==> run_1/logic_types.png <==
Scale bar: 20 microns.
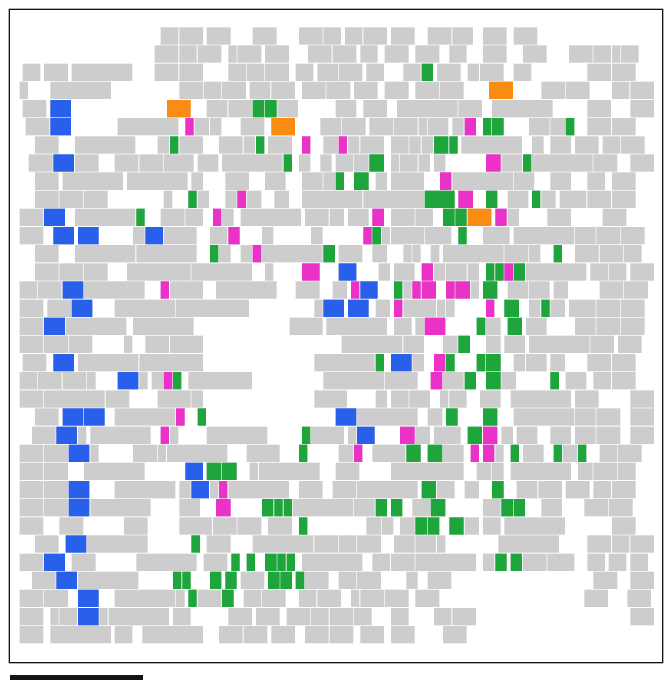
==> run_1/layer_met1.png <==
Scale bar: 20 microns. Supply wires on this layer in gray.
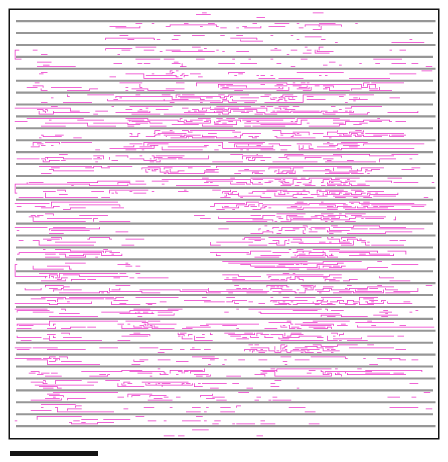
==> run_1/layer_met3.png <==
Scale bar: 20 microns.
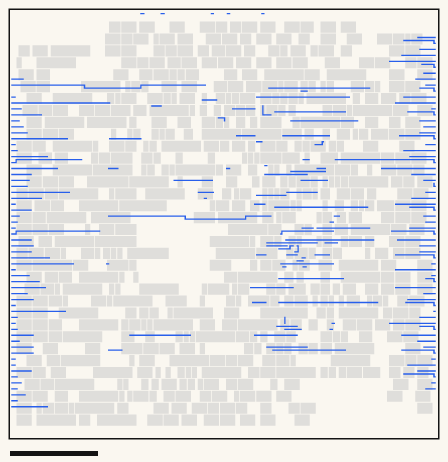
==> run_1/congestion.png <==
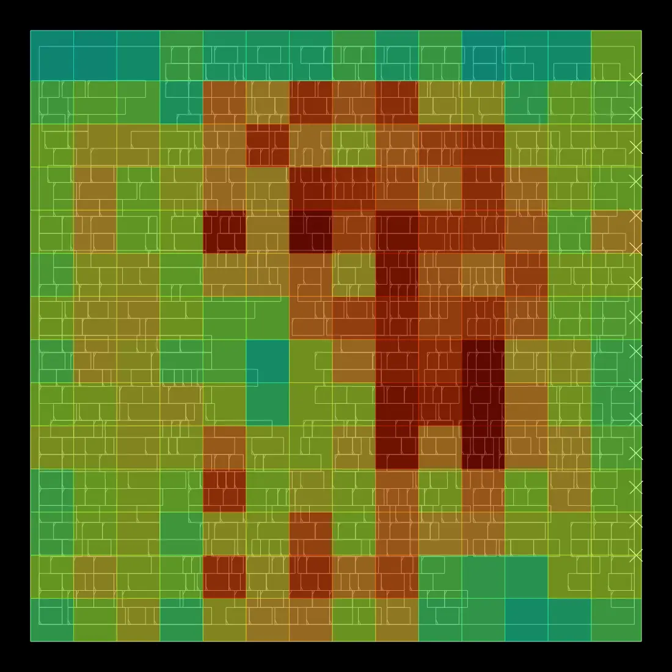
File: config.mk
export PLATFORM = sky130hd
export DESIGN_NAME = instr_fetch
export DESIGN_NICKNAME = d
export VERILOG_FILES = /design/src/rtl/instr_fetch.sv
export SDC_FILE = /design/constraint.sdc
export NUM_CORES = 1
export LEC_CHECK = 0
export ABC_CLOCK_PERIOD_IN_PS = 4300
export CAP_MARGIN = 5
export CORE_UTILIZATION = 43
export DETAILED_ROUTE_END_ITERATION = 8
export GPL_TIMING_DRIVEN = 0
export PLACE_DENSITY = 0.86
export SYNTH_ARGS = -nofsm -noshare
export SYNTH_HDL_FRONTEND = slang
export SYNTH_SLANG_ARGS = --single-unit
export TNS_END_PERCENT = 5
File: constraint.sdc
create_clock -name clk -period 4.3 [get_ports clk]
set_input_delay 1.075 -clock clk [delete_from_list [all_inputs] [get_ports clk]]
set_output_delay 1.075 -clock clk [all_outputs]
set_load 0.01 [all_outputs]
File: src/rtl/instr_fetch.sv
`timescale 1ns/1ps
// Instruction fetch unit: IDLE/FETCH/ISSUE sequencer holding one instruction for decode.
// Optional macro FETCH_MISALIGN_TRAP_EN adds a TRAP state and the misalign output.
module instr_fetch #(
    parameter logic [31:0] RESET_PC  = 32'h0000_0000,
    parameter logic [31:0] NOP_INSTR = 32'h0000_0013
) (
    input  logic        clk,
    input  logic        rst,
    output logic        imem_req,
    output logic [31:0] imem_addr,
    input  logic        imem_ack,
    input  logic [31:0] imem_rdata,
    input  logic        stall,
    input  logic        pc_src,
    input  logic [31:0] pc_target,
    output logic [31:0] instr,
    output logic [6:0]  op,
    output logic [31:0] pc,
    output logic [31:0] pc_plus4,
    output logic        instr_valid
`ifdef FETCH_MISALIGN_TRAP_EN
    ,
    output logic        misalign
`endif
);

`ifdef FETCH_MISALIGN_TRAP_EN
    typedef enum logic [1:0] {IDLE, FETCH, ISSUE, TRAP} state_t;
`else
    typedef enum logic [1:0] {IDLE, FETCH, ISSUE} state_t;
`endif

    state_t state;

    // Redirect address selection; without the trap the low bits are forced to word alignment.
    function automatic logic [31:0] next_pc(input logic        src,
                                            input logic [31:0] tgt,
                                            input logic [31:0] seq);
`ifdef FETCH_MISALIGN_TRAP_EN
        return src ? tgt : seq;
`else
        return src ? (tgt & 32'hFFFF_FFFC) : seq;
`endif
    endfunction

    assign imem_addr = pc;
    assign pc_plus4  = pc + 32'd4;
    assign op        = instr[6:0];

    always_ff @(posedge clk or negedge rst) begin
        if (!rst) begin
            state       <= IDLE;
            pc          <= RESET_PC;
            instr       <= NOP_INSTR;
            instr_valid <= 1'b0;
            imem_req    <= 1'b0;
`ifdef FETCH_MISALIGN_TRAP_EN
            misalign    <= 1'b0;
`endif
        end else begin
            case (state)
                IDLE: begin
                    state    <= FETCH;
                    imem_req <= 1'b1;
                end
                FETCH: begin
                    if (imem_ack) begin
                        instr       <= imem_rdata;
                        instr_valid <= 1'b1;
                        imem_req    <= 1'b0;
                        state       <= ISSUE;
                    end
                end
                ISSUE: begin
                    // Consumption happens only when downstream is not holding.
                    if (!stall) begin
                        instr       <= NOP_INSTR;
                        instr_valid <= 1'b0;
                        pc          <= next_pc(pc_src, pc_target, pc_plus4);
`ifdef FETCH_MISALIGN_TRAP_EN
                        if (pc_src && (pc_target[1:0] != 2'b00)) begin
                            state    <= TRAP;
                            misalign <= 1'b1;
                            imem_req <= 1'b0;
                        end else begin
                            state    <= FETCH;
                            imem_req <= 1'b1;
                        end
`else
                        state    <= FETCH;
                        imem_req <= 1'b1;
`endif
                    end
                end
`ifdef FETCH_MISALIGN_TRAP_EN
                TRAP: begin
                    state    <= TRAP;
                    imem_req <= 1'b0;
                end
`endif
                default: begin
                    state    <= IDLE;
                    imem_req <= 1'b0;
                end
            endcase
        end
    end

endmodule
==> impl_metrics.json, run 1 <==
{
  "hold_class": "reg2reg",
  "edf_count": 0,
  "nets": 716,
  "compound_area_frac": 0.170,
  "cts_buffers": 9,
  "cts_tree": "built",
  "non_clock_buffer_area_share": 0.395,
  "comb_cells": 292,
  "vias": 4108,
  "route.detailed.drc": 30,
  "violations": "design-rule violations",
  "warnings": 28,
  "p_sw_frac": 0.360,
  "critical_path_class": "reg2out",
  "final.setup.tns_ns": 0,
  "die_h_microns": 97.7,
  "crit_family": "buffers and inverters",
  "outcome": "finished, violations left",
  "cts.sinks": 65,
  "top_cells_by_count": "dfrtp_1, buf_4, nand2_1",
  "worstMarginPinSlew_ns": 0.830,
  "powerDensity_mw_per_mm2": 664,
  "power_mw": 4.18,
  "seq_cell_count": 65,
  "area_growth_pct": 59.7,
  "met1_length_microns": 4900,
  "clk_pin_slew_ns": 0.07,
  "avgSynthCellArea_sq_um": 9.10,
  "drv_cap": 0,
  "clockBufferDepth": 2,
  "grt_max_degree": 66,
  "ys_cells": 433,
  "diodes": 0,
  "p_int_mw": 2.68,
  "grt_pass1_vias": 4055,
  "critPathSlowestCell": "clkdlybuf4s50_1",
  "cp_cell_sequence": "ha_1 > and4_1 > and2_1 > clkbuf_1 > nand2_1 > nor2_1 > xor2_1 > clkdlybuf4s50_1",
  "yosys.area_share.simple": 0.204,
  "cts_setup_buffers": 0,
  "leakage_nw": 2.71,
  "reg2reg_depth": 6,
  "period_used_share": 0.948,
  "whs_ns": 0.473,
  "hold_depth": 2,
  "postLayoutCellArea_sq_mm": 0.00629,
  "antenna_found_initial": 0,
  "ir_worst_vdd_mv": 0.413,
  "largest_register_ffs": 32,
  "clk-power_mw": 0.600,
  "mux_area_frac": 0.0102,
  "cts-root-buf": "clkbuf_8",
  "pg_seq_mw": 1.22,
  "stdcell_count": 759,
  "critPathArrivalTime_ns": 3.00,
  "highest_layer": "met4",
  "core_area_sq_mm": 0.00881,
  "pin_count": 206,
  "synth_area_sq_mm": 0.00394,
  "synth_top_cell_by_count": "dfrtp_1",
  "hold_viol": 0,
  "die_w_microns": 97.7,
  "cts_hold_buffers": 0
}
-- logic_types.png (at the start) --
- magenta: nor cells (cells 38; most used nor2_1)
- orange: mux cells (cells 4; most used mux2i_1)
- green: nand cells (cells 89; most used nand2_1)
- blue: non-inverting ao/oa cells (cells 32; most used a22o_1)
most used logic cell in the final layout: clkdlybuf4s50_1
Comb/total area: 0.285

-- layer_met1.png (at the start) --
- share of all routed wire: 39%
- nets with wire on the layer: 599
- longest straight run: 30.8 microns
- main direction: horizontal

-- layer_met3.png (at the start) --
- main direction: horizontal
- share of all routed wire: 8.6%
- longest straight run: 23.0 microns
- wire length on this layer: 1080 microns
- nets with wire on the layer: 160

-- congestion.png (at the start) --
met2 GRT Util: 0.462
GRT met1 Usage: 0.323
Layout Utilization: 0.715
Wirelength per Cell: 16.5 microns
met3 usage: 0.0551

==> run 1 -> run 2 <==
Settings changed: CAP_MARGIN 5 to 40.
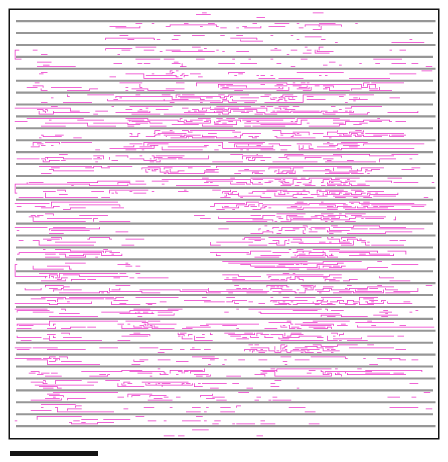
(run_2/layer_met1.png)
Scale bar: 20 microns. Supply wires on this layer in gray.
- main direction: horizontal
- nets with wire on the layer: 599
- longest straight run: 30.8 microns
routed via count: 4108
WL final: 12500 microns

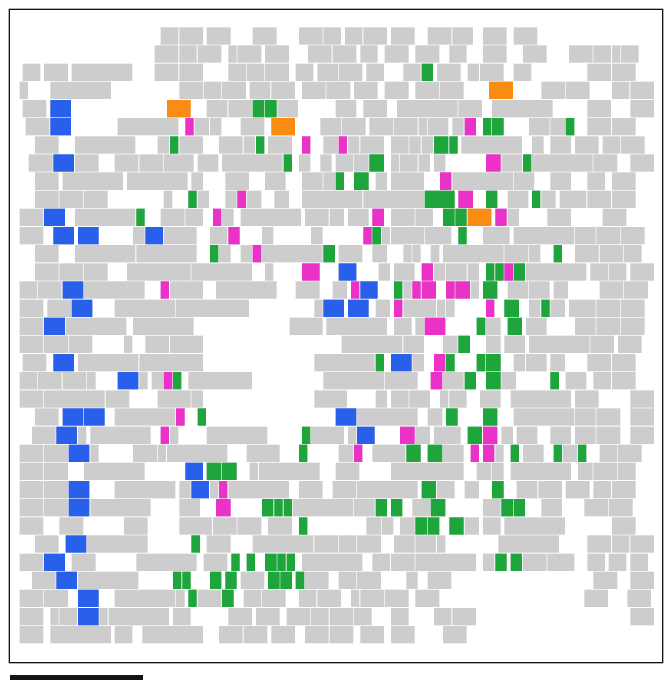
(run_2/logic_types.png)
Scale bar: 20 microns.
- magenta: nor cells (cells 38; most used nor2_1)
- blue: non-inverting ao/oa cells (cells 32; most used a22o_1)
- orange: mux cells (cells 4; most used mux2i_1)
- green: nand cells (cells 89; most used nand2_1)

==> impl_metrics.json, run 2 <==
{
  "cts_buffers": 9,
  "reg2reg_depth": 6,
  "ys_seq_frac": 0.414,
  "warnings": 28,
  "violations": "design-rule violations",
  "stdcell_count": 759,
  "hold_viol": 0,
  "diodes": 0,
  "final.setup.tns_ns": 0,
  "met1_usage": 0.323,
  "leakage_nw": 2.71,
  "pin_count": 206,
  "cts-root-buf": "clkbuf_8",
  "p_comb_frac": 0.563,
  "edf_count": 0,
  "met1_length_microns": 4900,
  "critPathArrivalTime_ns": 3.00,
  "hold_depth": 2,
  "core_area_sq_mm": 0.00881,
  "crit_family": "buffers and inverters",
  "port_buffers": 197,
  "dp_cells": 743,
  "outcome": "finished, violations left",
  "die_h_microns": 97.7,
  "cp_cell_sequence": "ha_1 > and4_1 > and2_1 > clkbuf_1 > nand2_1 > nor2_1 > xor2_1 > clkdlybuf4s50_1",
  "first_pass_iters": 7,
  "largest_register_ffs": 32,
  "ir_worst_vdd_mv": 0.413,
  "period_used_share": 0.948,
  "critical_path_class": "reg2out",
  "sh_comb_area": 0.285,
  "hold_class": "reg2reg",
  "cts_setup_buffers": 0,
  "powerDensity_mw_per_mm2": 664,
  "power_mw": 4.18,
  "whs_ns": 0.473,
  "avgSynthCellArea_sq_um": 9.10,
  "clk_pin_slew_ns": 0.07,
  "comb_cells": 292,
  "drv_cap": 0,
  "cts.sinks": 65,
  "yosys.area_share.simple": 0.204,
  "p_int_mw": 2.68,
  "die_w_microns": 97.7,
  "cts_tree": "built",
  "clockBufferDepth": 2,
  "critPathSlowestCell": "clkdlybuf4s50_1",
  "regMostFlops": "instr",
  "use_met3": 0.0551,
  "synth_area_sq_mm": 0.00394,
  "cts_hold_buffers": 0,
  "mux_area_frac": 0.0102,
  "ctsResizeCount": 0,
  "clk-power_mw": 0.600,
  "top_cells_by_count": "dfrtp_1, buf_4, nand2_1",
  "area_growth_pct": 59.7,
  "route.detailed.drc": 30,
  "cp_max_fo": 7,
  "non_clock_buffer_area_share": 0.395,
  "grt_pass1_vias": 4055,
  "p_sw_frac": 0.360,
  "grt_max_degree": 66,
  "pg_seq_mw": 1.22,
  "layout_top_cell": "clkdlybuf4s50_1",
  "compound_area_frac": 0.170,
  "adder_share": 0.00317,
  "synth_top_cell_by_count": "dfrtp_1"
}
